File: src/rtl/shift_add_mult_core.sv
// Sequential shift-add multiplier: WIDTH iterations, registered 2*WIDTH-bit product, start/busy/done handshake.
// Define MULT_SIGNED_EN to build two's-complement support (magnitude conversion plus result negation).
module shift_add_mult_core #(
    parameter int WIDTH = 8
) (
    input  logic                 clk,
    input  logic                 rst,
    input  logic                 clr,
    input  logic                 start,
    input  logic                 signed_mode,
    input  logic [WIDTH-1:0]     multiplicand,
    input  logic [WIDTH-1:0]     multiplier,
    output logic                 busy,
    output logic                 done,
    output logic [2*WIDTH-1:0]   product
);

    localparam int CW = (WIDTH > 2) ? $clog2(WIDTH) : 1;
    localparam logic [CW-1:0] LAST = CW'(WIDTH - 1);

    typedef enum logic [1:0] {S_IDLE, S_RUN, S_FIN} state_t;

    state_t               r_state, w_state_next;
    logic                 r_busy, r_done, w_busy_next, w_done_next;
    logic [CW-1:0]        r_cnt;
    logic [WIDTH-1:0]     r_mcand;
    logic [WIDTH:0]       r_acc;
    logic [WIDTH-1:0]     r_mplier;
    logic                 r_neg;
    logic [2*WIDTH-1:0]   r_product;

    logic                 w_sgn;
    logic [WIDTH-1:0]     w_mag_a, w_mag_b;
    logic [WIDTH:0]       w_sum;
    logic [2*WIDTH-1:0]   w_acc_full;

`ifdef MULT_SIGNED_EN
    assign w_sgn   = signed_mode;
    // Magnitudes stay unsigned WIDTH bits so |-2^(WIDTH-1)| is representable.
    assign w_mag_a = (w_sgn && multiplicand[WIDTH-1]) ? -multiplicand : multiplicand;
    assign w_mag_b = (w_sgn && multiplier[WIDTH-1])   ? -multiplier   : multiplier;
`else
    logic w_unused;
    assign w_unused = signed_mode;
    assign w_sgn    = 1'b0;
    assign w_mag_a  = multiplicand;
    assign w_mag_b  = multiplier;
`endif

    // Adder is one bit wider than the operand so the carry survives the shift.
    assign w_sum      = r_acc + (r_mplier[0] ? {1'b0, r_mcand} : '0);
    assign w_acc_full = {r_acc[WIDTH-1:0], r_mplier};

    always_comb begin
        w_state_next = r_state;
        w_busy_next  = r_busy;
        w_done_next  = 1'b0;
        if (clr) begin
            w_state_next = S_IDLE;
            w_busy_next  = 1'b0;
        end else begin
            case (r_state)
                S_IDLE: if (start) begin
                    w_state_next = S_RUN;
                    w_busy_next  = 1'b1;
                end
                S_RUN: if (r_cnt == LAST) w_state_next = S_FIN;
                S_FIN: begin
                    w_state_next = S_IDLE;
                    w_busy_next  = 1'b0;
                    w_done_next  = 1'b1;
                end
                default: begin
                    w_state_next = S_IDLE;
                    w_busy_next  = 1'b0;
                end
            endcase
        end
    end

    always_ff @(posedge clk or posedge rst) begin
        if (rst) begin
            r_state <= S_IDLE;
            r_busy  <= 1'b0;
            r_done  <= 1'b0;
        end else begin
            r_state <= w_state_next;
            r_busy  <= w_busy_next;
            r_done  <= w_done_next;
        end
    end

    always_ff @(posedge clk or posedge rst) begin
        if (rst) begin
            r_cnt     <= '0;
            r_mcand   <= '0;
            r_acc     <= '0;
            r_mplier  <= '0;
            r_neg     <= 1'b0;
            r_product <= '0;
        end else if (clr) begin
            r_cnt     <= '0;
            r_acc     <= '0;
            r_product <= '0;
        end else begin
            case (r_state)
                S_IDLE: if (start) begin
                    r_mcand  <= w_mag_a;
                    r_mplier <= w_mag_b;
                    r_neg    <= w_sgn & (multiplicand[WIDTH-1] ^ multiplier[WIDTH-1]);
                    r_acc    <= '0;
                    r_cnt    <= '0;
                end
                S_RUN: begin
                    {r_acc, r_mplier} <= {w_sum, r_mplier} >> 1;
                    r_cnt             <= r_cnt + CW'(1);
                end
                S_FIN: r_product <= r_neg ? -w_acc_full : w_acc_full;
                default: ;
            endcase
        end
    end

    assign busy    = r_busy;
    assign done    = r_done;
    assign product = r_product;

endmodule
File: config.mk
export PLATFORM = sky130hd
export DESIGN_NAME = shift_add_mult_core
export DESIGN_NICKNAME = d
export VERILOG_FILES = /design/src/rtl/shift_add_mult_core.sv
export SDC_FILE = /design/constraint.sdc
export NUM_CORES = 1
export LEC_CHECK = 0
export CAP_MARGIN = 0
export CORE_ASPECT_RATIO = 1.2
export CORE_MARGIN = 8
export CORE_UTILIZATION = 50
export DETAILED_ROUTE_END_ITERATION = 10
export PLACE_DENSITY_LB_ADDON = 0.08
export SLEW_MARGIN = 10
export SYNTH_ARGS = -nofsm -noshare
export SYNTH_HDL_FRONTEND = slang
export SYNTH_SLANG_ARGS = --single-unit
File: constraint.sdc
create_clock -name clk -period 2.5 [get_ports clk]
set_input_delay 0.375 -clock clk [delete_from_list [all_inputs] [get_ports clk]]
set_output_delay 0.375 -clock clk [all_outputs]
set_load 0.1 [all_outputs]
Run 1, metal 2:
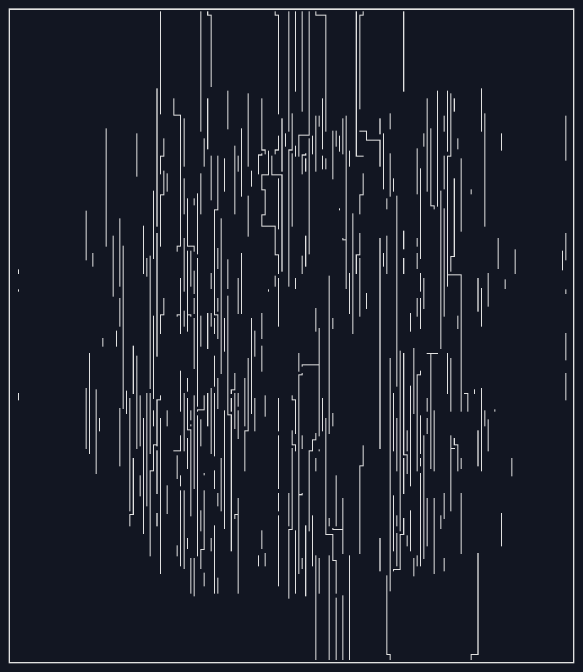
The layer holds 52% of the routed length. 225 nets have wire on it. The wires run mostly vertical. The longest straight run is 31.6 microns.

Run 1, cell area per tile:
8 x 9 tiles, from white (low) to dark blue (high), 0 to 100% covered.
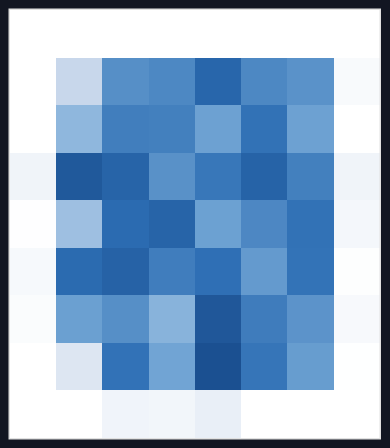
The densest ninth of the die: centre. The mean over all tiles is 38%. 28% of the tiles are nearly empty. 14% of the tiles are over 75% full.

Run 1, gate families picked out:
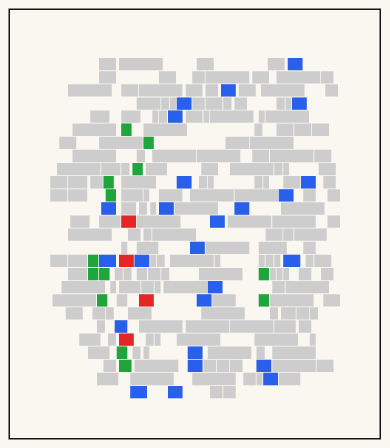
Green is AND and OR gates, cells 13. Blue is AND-OR and OR-AND gates, cells 25. Red is XOR/XNOR gates, cells 4.

Run 1, routed metal, one colour a layer:
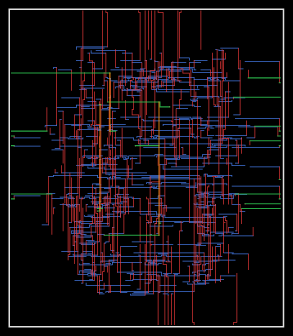
Red is metal 2, wire length 2,420 microns. Orange is metal 4, wire length 83.6 microns. Blue is metal 1, wire length 1,990 microns. Green is metal 3, wire length 169 microns.
DRT Wirelength: 4670 microns
vias after detailed routing: 1,542
GRT Util Overall: 15.4%

==> results.sh, run 1 <==
# implementation run metrics
export IMPL_r2r_end="r_acc[7]"
export IMPL_clock_tree_from_tritoncts="done"
export IMPL_synth_sequential_area_ratio_pct=53.3
export IMPL_stage_log_warnings=27
export IMPL_setup_viol_count_final=0
export IMPL_dominantRegCellSynth="sky130_fd_sc_hd__dfrtp_1"
export IMPL_cap_viol_max_count=0
export IMPL_detail_route_first_pass_iterations=4
export IMPL_flops_after_synth=47
export IMPL_achievable_frequency_mhz=433
export IMPL_worstMarginPinSlew_ps=883
export IMPL_netlist_area_before_placement_sq_mm=0.00221
export IMPL_design_core_area_sq_mm=0.00426
export IMPL_critPathSlowestCell="sky130_fd_sc_hd__dfrtp_1"
export IMPL_timing_critical_path_to_type="flop"
export IMPL_htree_num_levels=2
export IMPL_net_count_final=257
export IMPL_die_size_x_microns=76.6
export IMPL_clock_sinks=47
export IMPL_netSwitchingPower_mw=0.414
export IMPL_min_path_type="input pin to asynchronous set/reset pin"
export IMPL_setup_tns_ps=0
export IMPL_p_comb_share_pct=16.1
export IMPL_timing_critical_path_arrival_ps=2490
export IMPL_post_route_drc_count=0
export IMPL_max_slew_margin_pct=40.7
export IMPL_final_util_pct=62.7
export IMPL_clkSlewWorstSetupHoldPaths_ps=80
export IMPL_crit_required_ps=2680
export IMPL_floorplan_die_height_microns=88.8
export IMPL_yosysCellCount=183
export IMPL_share_of_final_layout_standard_cells_stronger_than_drive_strength_1_pct=20.4
export IMPL_r2r_setup_slack_ps=190
export IMPL_postPlaceCellArea_sq_mm=0.00259
export IMPL_seqPwrFrac_pct=55.7
export IMPL_rsz0062_at_grt="false"
export IMPL_run_status="completed"
export IMPL_grt_pass1_wl_microns=8380
export IMPL_critical_path_max_stage_delay_ps=470
export IMPL_vdd_ir_drop_max_v=0.000376
export IMPL_post_cts_buffers=0
export IMPL_number_of_synthesized_flops_with_an_enable_pin=0
export IMPL_timing_rr_start="r_mplier[0]"
export IMPL_synth_cells=183
export IMPL_clock_latency_late_pin_ps=290
export IMPL_dp_hpwl_microns=3610
export IMPL_drtIter0Drc=58
export IMPL_final_cell_area_sq_mm=0.00267
export IMPL_routability_cong=0.842
export IMPL_critical_path_cell_chain="and2_1 > ha_1 > fa_1 > a21o_2 > a221o_1 > a211oi_1 > o21ai_1"
export IMPL_flow_area_growth_from_synthesis_pct=21.1
export IMPL_final_hold_viol_count=0
export IMPL_first_global_vias=1756
export IMPL_synth_area_yosys_sq_mm=0.00221
export IMPL_share_of_power_burned_in_the_clock_network_pct=28.2
export IMPL_port_buffers=37
export IMPL_worstSetupPathType="flop to flop"
export IMPL_placementRows=26
export IMPL_diodes=0
export IMPL_final_antenna_net_count=0
export IMPL_power_leakage_nw=1.31
export IMPL_routed_wl_per_cell_microns=16.5
export IMPL_worstSetupStartpoint="r_mplier[0]"
export IMPL_route_detailed_vias_per_inst=5.47
export IMPL_initial_core_util_pct=51.8
export IMPL_timing_critical_path_fanout_max=10
export IMPL_design_die_area_sq_mm=0.00680
export IMPL_count_of_warnings_emitted_by_yosys=0
export IMPL_critical_path_startpoint_type="flop"
export IMPL_final_common_cell="sky130_fd_sc_hd__dfrtp_1"
export IMPL_clock_tree_buffer_depth=2
export IMPL_overflow=0
export IMPL_post_synth_cell_area_avg_sq_um=12.1
export IMPL_cell_internal_pwr_mw=1.13
export IMPL_largest_net_degree_at_the_start_of_global_routing=19
export IMPL_layout_top_cells="sky130_fd_sc_hd__dfrtp_1 (47), sky130_fd_sc_hd__buf_4 (23), sky130_fd_sc_hd__a22o_1 (19), sky130_fd_sc_hd__nand2_1 (19), sky130_fd_sc_hd__clkdlybuf4s50_1 (19)"
export IMPL_r2r_worst_path_cells=7
export IMPL_synth_net_count=215
export IMPL_top_level_port_count=39
## run 1: metal layers
metal | vias up | wire length, microns | GRT usage, % | part of all wire (%)
met2 | 28 | 2420 | 27.8 | 52
met5 | - | 0 | 0 | 0
li1 | 750 | - | - | -
met4 | 0 | 83 | 6.13 | 1.8
met1 | 756 | 1990 | 16.9 | 43
met3 | 8 | 168 | 4.27 | 3.6
## run 1: sequential cells by signal, indices dropped and copies added (netlist names)
name and cells:
busy 1, done 1, product 16, r_acc 8, r_cnt 3, r_mcand 8, r_mplier 8, r_state 2
## run 1: Yosys cell counts (2+ instances only)
cell | n | area, sq um
sky130_fd_sc_hd__a21oi_1 | 5 | 25.0
sky130_fd_sc_hd__a21oi_2 | 2 | 17.5
sky130_fd_sc_hd__a22o_1 | 19 | 166
sky130_fd_sc_hd__and2_1 | 10 | 62.6
sky130_fd_sc_hd__and3_1 | 2 | 12.5
sky130_fd_sc_hd__buf_2 | 3 | 15.0
sky130_fd_sc_hd__dfrtp_1 | 47 | 1180
sky130_fd_sc_hd__ha_1 | 10 | 125
sky130_fd_sc_hd__mux2_2 | 7 | 78.8
sky130_fd_sc_hd__mux2i_1 | 8 | 80.1
sky130_fd_sc_hd__nand2_1 | 19 | 71.3
sky130_fd_sc_hd__nand3_1 | 2 | 10.0
sky130_fd_sc_hd__nor2_1 | 2 | 7.51
sky130_fd_sc_hd__o21ai_0 | 15 | 75.1
sky130_fd_sc_hd__o21ai_1 | 2 | 10.0
sky130_fd_sc_hd__o31ai_1 | 2 | 15.0
sky130_fd_sc_hd__xnor2_1 | 3 | 26.3
## run 1: area by class of cell
| type | instances | area [sq um] |
|---|---|---|
| Clock buffer | 6 | 72.6 |
| Clock inverter | 2 | 12.5 |
| Fill cell | 350 | 1590 |
| Inverter | 2 | 7.51 |
| Multi-Input combinational cell | 127 | 970 |
| Sequential cell | 47 | 1180 |
| Tap cell | 56 | 70.1 |
| Timing Repair Buffer | 42 | 363 |
## run 1: kinds of logic after synthesis
family / count (synthesis) / share of synthesized area, %
simple gates: 43 / 10.9
fa+ha+maj: 11 / 6.58
buf+inv: 9 / 2.72
xor+xnor: 4 / 1.59
mux: 16 / 7.71
flops: 47 / 53.3
compound gates: 53 / 17.2
## run 1: worst max-delay path: cells and delay by family, from the launching register on
family | cells | cell delay (ps)
flops | 1 | 470
fa+ha+maj | 2 | 610
simple gates | 1 | 180
compound gates | 4 | 930
## run 1: metrics by stage
step | setup WS [ps] | power, mW | hold slack, ps | instances
6_report | 190 | 1.55 | 377 | 282
5_1_grt | 77.0 | 1.65 | 390 | 282
4_1_cts | 183 | 1.57 | 384 | 282
3_5_place_dp | 194 | 1.13 | 480 | 274
3_3_place_gp | 257 | 1.11 | 468 | 274
2_1_floorplan | 384 | 1.04 | 450 | 183
## run 1: power groups by stage
| stage | sequential (mW) | combinational [mW] | clock [mW] |
|---|---|---|---|
| 4_1_cts | 0.862 | 0.254 | 0.452 |
| 3_3_place_gp | 0.873 | 0.241 | 0 |
| 6_report | 0.862 | 0.250 | 0.436 |
| 2_1_floorplan | 0.873 | 0.172 | 0 |
| 5_1_grt | 0.872 | 0.285 | 0.491 |
| 3_5_place_dp | 0.878 | 0.252 | 0 |
==> run 1 -> run 2 <==
Settings changed: CORE_UTILIZATION 50 to 52, MAX_ROUTING_LAYER from default to met4.
Run 2, routing congestion:
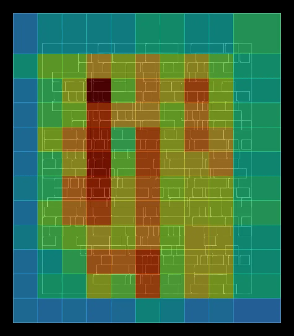
met3 Use GR: 4.61%
final core utilization: 65.3%
GRT met2 Usage: 26.0%

==> run 2 against run 1 <==
  * Setup slack better by 5.9 ps
  * Core utilization up 2.6 points
  * Routed wire length down 3.3%
  * Maximum frequency up 0.26%
  * Combinational power about the same
  * Sequential share of layout area down 0.74 points
  * First-iteration DRC count up 43%
  * Critical path depth unchanged
  * Register-to-register slack about the same
  * Cell area up 1.8%
  * Non-clock buffer count unchanged
  * Sequential power about the same
  * Critical path type unchanged
==> results.sh, run 2 <==
# implementation run metrics
export IMPL_r2r_setup_slack_ps=200
export IMPL_topCombFamilyByArea="AND-OR/OR-AND gates"
export IMPL_timing_critical_path_to_type="flop"
export IMPL_synth_cells=183
export IMPL_final_hold_viol_count=0
export IMPL_compound_area_share_pct=17.2
export IMPL_synth_sequential_area_ratio_pct=53.3
export IMPL_max_slew_margin_pct=61.4
export IMPL_clock_tree_from_tritoncts="done"
export IMPL_power_leakage_nw=1.33
export IMPL_post_route_drc_count=0
export IMPL_critical_path_cell_chain="and2_1 > ha_1 > fa_1 > a21o_2 > a221o_1 > a211oi_1 > o21ai_1"
export IMPL_route_detailed_vias_per_inst=5.51
export IMPL_routed_wl_per_cell_microns=16.0
export IMPL_overflow=0
export IMPL_routability_cong=0.925
export IMPL_largest_register_ffs=16
export IMPL_first_global_vias=1704
export IMPL_worstSetupPathType="flop to flop"
export IMPL_synth_cellmix_xorXnorShare_pct=1.59
export IMPL_drtIter0Drc=83
export IMPL_critPathSlowestCell="sky130_fd_sc_hd__dfrtp_2"
export IMPL_clock_tree_buffer_depth=2
export IMPL_layout_top_cells="sky130_fd_sc_hd__dfrtp_1 (46), sky130_fd_sc_hd__buf_4 (23), sky130_fd_sc_hd__a22o_1 (19), sky130_fd_sc_hd__nand2_1 (19), sky130_fd_sc_hd__clkdlybuf4s50_1 (19)"
export IMPL_clkSlewWorstSetupHoldPaths_ps=80
export IMPL_most_common_cell="sky130_fd_sc_hd__dfrtp_1"
export IMPL_stage_log_warnings=27
export IMPL_post_synth_top_area_cell="sky130_fd_sc_hd__dfrtp_1"
export IMPL_setup_tns_ps=0
export IMPL_die_size_x_microns=75.5
export IMPL_timing_rr_start="r_mplier[0]"
export IMPL_flops_after_synth=47
export IMPL_synth_adder_area_share_pct=6.58
export IMPL_timing_critical_path_buf_inv=0
export IMPL_vdd_ir_drop_max_v=0.000464
export IMPL_floorplan_die_height_microns=87.3
export IMPL_timing_critical_path_depth=7
export IMPL_via_count=1553
export IMPL_netlist_top_cells_count="sky130_fd_sc_hd__dfrtp_1 (47), sky130_fd_sc_hd__a22o_1 (19), sky130_fd_sc_hd__nand2_1 (19)"
export IMPL_count_of_warnings_emitted_by_yosys=0
export IMPL_synthSimpleGateAreaFrac_pct=10.9
export IMPL_clock_sinks=47
export IMPL_synth_net_count=215
export IMPL_dominantRegCellSynth="sky130_fd_sc_hd__dfrtp_1"
export IMPL_top_level_port_count=39
export IMPL_port_buffers=37
export IMPL_largest_net_degree_at_the_start_of_global_routing=48
export IMPL_min_path_type="flop to flop"
export IMPL_synth_area_yosys_sq_mm=0.00221
export IMPL_dp_hpwl_microns=3360
export IMPL_critPathTopFamily="AND-OR/OR-AND gates"
export IMPL_critical_path_startpoint_type="flop"
export IMPL_r2r_worst_path_cells=7
export IMPL_cap_viol_max_count=0
export IMPL_run_status="completed"
export IMPL_placementRows=26
export IMPL_top_cells_by_area="sky130_fd_sc_hd__dfrtp_1 (53%), sky130_fd_sc_hd__a22o_1 (7.5%), sky130_fd_sc_hd__ha_1 (5.7%)"
export IMPL_critical_path_max_stage_delay_ps=490
export IMPL_htree_num_levels=2
export IMPL_grt_usage_pct=16.4
export IMPL_postPlaceCellArea_sq_mm=0.00259
export IMPL_achievable_frequency_mhz=434
export IMPL_mux_share_pct=7.71
export IMPL_flow_area_growth_from_synthesis_pct=23.3
export IMPL_drt_total_wl_microns=4510
export IMPL_rsz0062_at_grt="false"
export IMPL_setup_viol_count_final=0
export IMPL_share_of_final_layout_standard_cells_stronger_than_drive_strength_1_pct=20.4
export IMPL_yosys_area_top_type_share_pct=53.3
export IMPL_final_common_cell="sky130_fd_sc_hd__dfrtp_1"
export IMPL_r2r_end="r_acc[7]"
export IMPL_diodes=0
export IMPL_netlist_area_before_placement_sq_mm=0.00221
export IMPL_timing_critical_path_arrival_ps=2480
export IMPL_timing_critical_path_fanout_max=10
Run 2, cell area per tile:
8 x 9 tiles, from white (low) to dark blue (high), 0 to 100% covered.
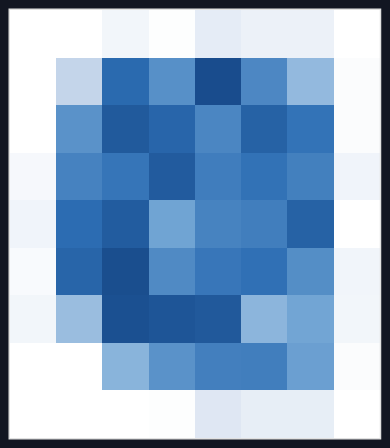
The mean over all tiles is 40%. 19% of the tiles are nearly empty. 19% of the tiles are over 75% full. The fullest tile reaches 89%. The emptiest ninth of the die: lower left. The densest ninth of the die: centre.
starting density of the core: 53.0%
core outline area: 0.00416 sq mm

-- run 2: power by group --
group / total [mW] / internal, mW / switching, mW
registers: 0.864 / 0.818 / 0.0458
logic: 0.248 / 0.120 / 0.128
clock network: 0.637 / 0.399 / 0.237
total: 1.75 / 1.34 / 0.411
-- run 2: cell type report --
cell class | count | area [sq um]
clock inverters | 2 | 60.1
clock buffers | 6 | 72.6
fillers | 351 | 1440
inverters | 2 | 7.51
well taps | 56 | 70.1
multi-input cells | 127 | 970
repair buffers | 42 | 363
flip-flops and latches | 47 | 1180
-- run 2: cells by family (layout without fill, tap and decap cells) --
group | count (synthesis) | count (layout)
XOR/XNOR | 4 | 4
buffers and inverters | 9 | 52
multiplexers | 16 | 16
AND/OR/NAND/NOR | 43 | 43
flip-flops | 47 | 47
adder cells (fa/ha/maj) | 11 | 11
AND-OR/OR-AND | 53 | 53
-- run 2: how the worst max path moves through the flow --
| stage | from | to | slack (ps) |
|---|---|---|---|
| after floorplan | r_mplier[0] | r_acc[7] | 380 |
| after global placement | r_mplier[0] | r_acc[7] | 240 |
| after detailed placement | r_mplier[0] | r_acc[7] | 180 |
| after CTS | r_mplier[0] | r_acc[7] | 130 |
| after global routing | r_mplier[0] | r_acc[7] | 50 |
| final | r_mplier[0] | r_acc[7] | 200 |
-- run 2: layer usage --
metal / share of wire, % / global-route usage (%)
met1: 42 / 19.3
met2: 51 / 26.0
met3: 6.2 / 4.61
met4: 1.1 / 5.43
met5: 0 / -
-- run 2: through the flow --
stage	util [%]	cells	hold slack (ps)	total power [mW]	setup slack, ps
after global placement	62.1	274	462	1.11	243
after global routing	65.3	282	515	1.85	47.4
final	65.3	282	482	1.75	196
after detailed placement	62.1	274	467	1.13	178
after floorplan	-	183	450	1.04	384
after CTS	65.3	282	485	1.77	129
==> run 2 -> run 3 <==
Settings changed: CAP_MARGIN 0 to 20, CORE_ASPECT_RATIO 1.2 to default, TNS_END_PERCENT from default to 1.
Run 3, cell area per tile:
8 x 8 tiles, from white (low) to dark blue (high), 0 to 100% covered.
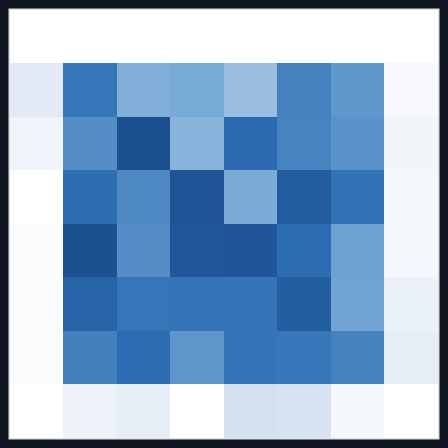
The mean over all tiles is 40%. The densest ninth of the die: centre. The fullest tile reaches 87%.

==> run 3 against run 2 <==
  * Sequential power barely moved
  * Via count fell by 1.2%
  * Core utilization rose by 2.0 points
  * Global-route usage fell by 1.0 points
  * Count of clock-buffer cells in the layout did not move
  * First-iteration DRC count fell by 18%
  * Cell area fell by 0.32%
  * Synthesized cell count did not move
  * Die size fell by 0.13%
  * Combinational power barely moved
  * Cell count fell by 2.1%
==> results.sh, run 3 <==
# implementation run metrics
export IMPL_run_status="completed"
export IMPL_tritoncts_num_buffers=5
export IMPL_flops_after_synth=47
export IMPL_clock_latency_late_pin_ps=290
export IMPL_largest_register_ffs=16
export IMPL_yosys_area_top_type_share_pct=53.3
export IMPL_count_of_warnings_emitted_by_yosys=0
export IMPL_final_critical_path_share_of_the_clock_period_pct=92.7
export IMPL_setup_tns_ps=0
export IMPL_initial_core_util_pct=54.8
export IMPL_floorplan_die_height_microns=81.1
export IMPL_post_cts_buffers=0
export IMPL_setup_viol_count_final=0
export IMPL_via_count=1535
export IMPL_final_fill_count=309
export IMPL_min_path_type="flop to flop"
export IMPL_routed_wl_per_cell_microns=16.5
export IMPL_net_count_final=257
export IMPL_critical_path_startpoint_type="flop"
export IMPL_worstSetupPathType="flop to flop"
export IMPL_design_die_area_sq_mm=0.00658
export IMPL_detail_route_first_pass_iterations=4
export IMPL_netlist_cell_type_count=42
export IMPL_cap_viol_max_count=0
export IMPL_overflow=0
export IMPL_clock_tree_from_tritoncts="done"
export IMPL_clock_skew_final_ps=6.88
export IMPL_diodes=0
export IMPL_synth_sequential_area_ratio_pct=53.3
export IMPL_final_max_slew_viol_count=0
export IMPL_dp_hpwl_microns=3420
export IMPL_routability_cong=0.789
export IMPL_design_core_area_sq_mm=0.00403
export IMPL_final_common_cell="sky130_fd_sc_hd__dfrtp_1"
export IMPL_vdd_ir_drop_max_v=0.000545
export IMPL_route_detailed_vias_per_inst=5.56
export IMPL_timing_critical_path_arrival_ps=2490
export IMPL_drtIter0Drc=68
export IMPL_post_synth_top_area_cell="sky130_fd_sc_hd__dfrtp_1"
export IMPL_netlist_area_before_placement_sq_mm=0.00221
export IMPL_power_leakage_nw=1.33
export IMPL_synth_cells=183
export IMPL_number_of_synthesized_flops_with_an_enable_pin=0
export IMPL_timing_critical_path_to_type="flop"
export IMPL_top_cells_by_area="sky130_fd_sc_hd__dfrtp_1 (53%), sky130_fd_sc_hd__a22o_1 (7.5%), sky130_fd_sc_hd__ha_1 (5.7%)"
export IMPL_achievable_frequency_mhz=432
export IMPL_layout_top_cells="sky130_fd_sc_hd__dfrtp_1 (47), sky130_fd_sc_hd__buf_4 (23), sky130_fd_sc_hd__a22o_1 (19), sky130_fd_sc_hd__nand2_1 (19), sky130_fd_sc_hd__clkdlybuf4s50_1 (19)"
export IMPL_largest_net_degree_at_the_start_of_global_routing=48
export IMPL_first_global_vias=1601
export IMPL_final_hold_viol_count=0
export IMPL_p_per_area_mw_per_mm2=647
export IMPL_holdWs_ps=483
export IMPL_synth_area_yosys_sq_mm=0.00221
export IMPL_port_buffers=37
export IMPL_rsz0062_at_grt="false"
export IMPL_flow_area_growth_from_synthesis_pct=22.9
export IMPL_post_route_drc_count=0
export IMPL_post_cts_resize_count=0
export IMPL_post_synth_cell_area_avg_sq_um=12.1
export IMPL_placementRows=23
export IMPL_worstMarginPinSlew_ps=710
export IMPL_stage_log_warnings=27
export IMPL_top_level_port_count=39
export IMPL_hold_buffers=0
export IMPL_crit_required_ps=2680
export IMPL_most_common_cell="sky130_fd_sc_hd__dfrtp_1"
export IMPL_synth_net_count=215
export IMPL_die_size_x_microns=81.1
export IMPL_netlist_top_cells_count="sky130_fd_sc_hd__dfrtp_1 (47), sky130_fd_sc_hd__a22o_1 (19), sky130_fd_sc_hd__nand2_1 (19)"
export IMPL_timing_critical_path_fanout_max=10
export IMPL_clock_sinks=47
export IMPL_final_antenna_net_count=0
export IMPL_max_slew_margin_pct=52.6
export IMPL_yosysCellCount=183
export IMPL_drt_total_wl_microns=4550
export IMPL_grt_usage_pct=15.3
export IMPL_dominantRegCellSynth="sky130_fd_sc_hd__dfrtp_1"
export IMPL_clock_tree_buffer_depth=2
export IMPL_share_of_final_layout_standard_cells_stronger_than_drive_strength_1_pct=19.9
export IMPL_cts_root_buf="sky130_fd_sc_hd__clkbuf_8"
export IMPL_clkSlewWorstSetupHoldPaths_ps=90
export IMPL_htree_num_levels=2
export IMPL_antenna_found_initial=0
export IMPL_grt_pass1_wl_microns=7670
Run 3, gate families picked out:
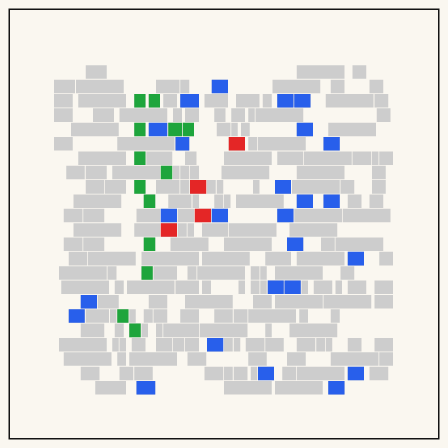
Red is XOR/XNOR gates, cells 4, where centre. Green is AND and OR gates, cells 13. Blue is AND-OR and OR-AND gates, cells 25.

==> run 3: routing by layer <==
metal  track usage, %  wire length [microns]  vias up
met5                -                      0        -
met4             5.36                     40        0
met3             3.64                    251        4
met2             23.6                   2080       33
met1             19.4                   2180      741
li1                 -                      -      757
==> run 3: worst max-delay path, stage by stage, from the launching register on <==
cell and delay [ps]:
sky130_fd_sc_hd__dfrtp_1 490, sky130_fd_sc_hd__and2_1 190, sky130_fd_sc_hd__ha_1 200, sky130_fd_sc_hd__fa_1 400, sky130_fd_sc_hd__a21o_2 250, sky130_fd_sc_hd__a221o_1 330, sky130_fd_sc_hd__a211oi_1 250, sky130_fd_sc_hd__o21ai_1 100
==> run 3: path summary, 6_finish.rpt <==
check                       startpoint          end  slack (ps)  cells past startpoint
setup / recovery           r_mplier[0]     r_acc[7]         180                      7
hold / removal              r_mcand[5]   r_mcand[5]         480                      1
setup reg to reg           r_mplier[0]     r_acc[7]         180                      7
hold reg to reg             r_mcand[5]   r_mcand[5]         480                      1
max in group asynchronous          rst   r_mcand[6]        1580                      3
min in group asynchronous          rst  product[15]         520                      3
==> run 3: through the flow <==
| stage | area, sq um | utilization (%) | worst slack, ps | total power, mW | cells |
|---|---|---|---|---|---|
| after global routing | 2710 | 67.3 | 62.1 | 1.84 | 276 |
| after global placement | 2580 | 64.0 | 241 | 1.12 | 268 |
| after detailed placement | 2580 | 64.0 | 199 | 1.13 | 268 |
| after floorplan | 2210 | - | 384 | 1.04 | 183 |
| after CTS | 2710 | 67.3 | 187 | 1.77 | 276 |
| final | 2710 | 67.3 | 183 | 1.75 | 276 |
==> run 3: layout make-up <==
class / instances / area [sq um] / share of cell area, %
Sequential cell: 47 / 1180 / 43.4
Clock inverter: 2 / 60.1 / 2.22
Multi-Input combinational cell: 127 / 970 / 35.8
Clock buffer: 6 / 72.6 / 2.68
Timing Repair Buffer: 42 / 363 / 13.4
Inverter: 2 / 7.51 / 0.277
Tap cell: 50 / 62.6 / 2.31
==> run 3: cell families (layout without fill, tap and decap cells) <==
logic type / count (synthesis) / count (layout) / share of synthesized area [%]
multiplexers: 16 / 16 / 7.71
buffers and inverters: 9 / 52 / 2.72
adder cells (fa/ha/maj): 11 / 11 / 6.58
AND-OR/OR-AND: 53 / 53 / 17.2
XOR/XNOR: 4 / 4 / 1.59
flip-flops: 47 / 47 / 53.3
AND/OR/NAND/NOR: 43 / 43 / 10.9
==> run 3: report_power, final <==
group          switching, mW  internal, mW
Sequential            0.0466         0.818
Clock                  0.242         0.400
Combinational          0.127         0.121
Power figures rest on the tool's default switching activity, not on a simulated workload.
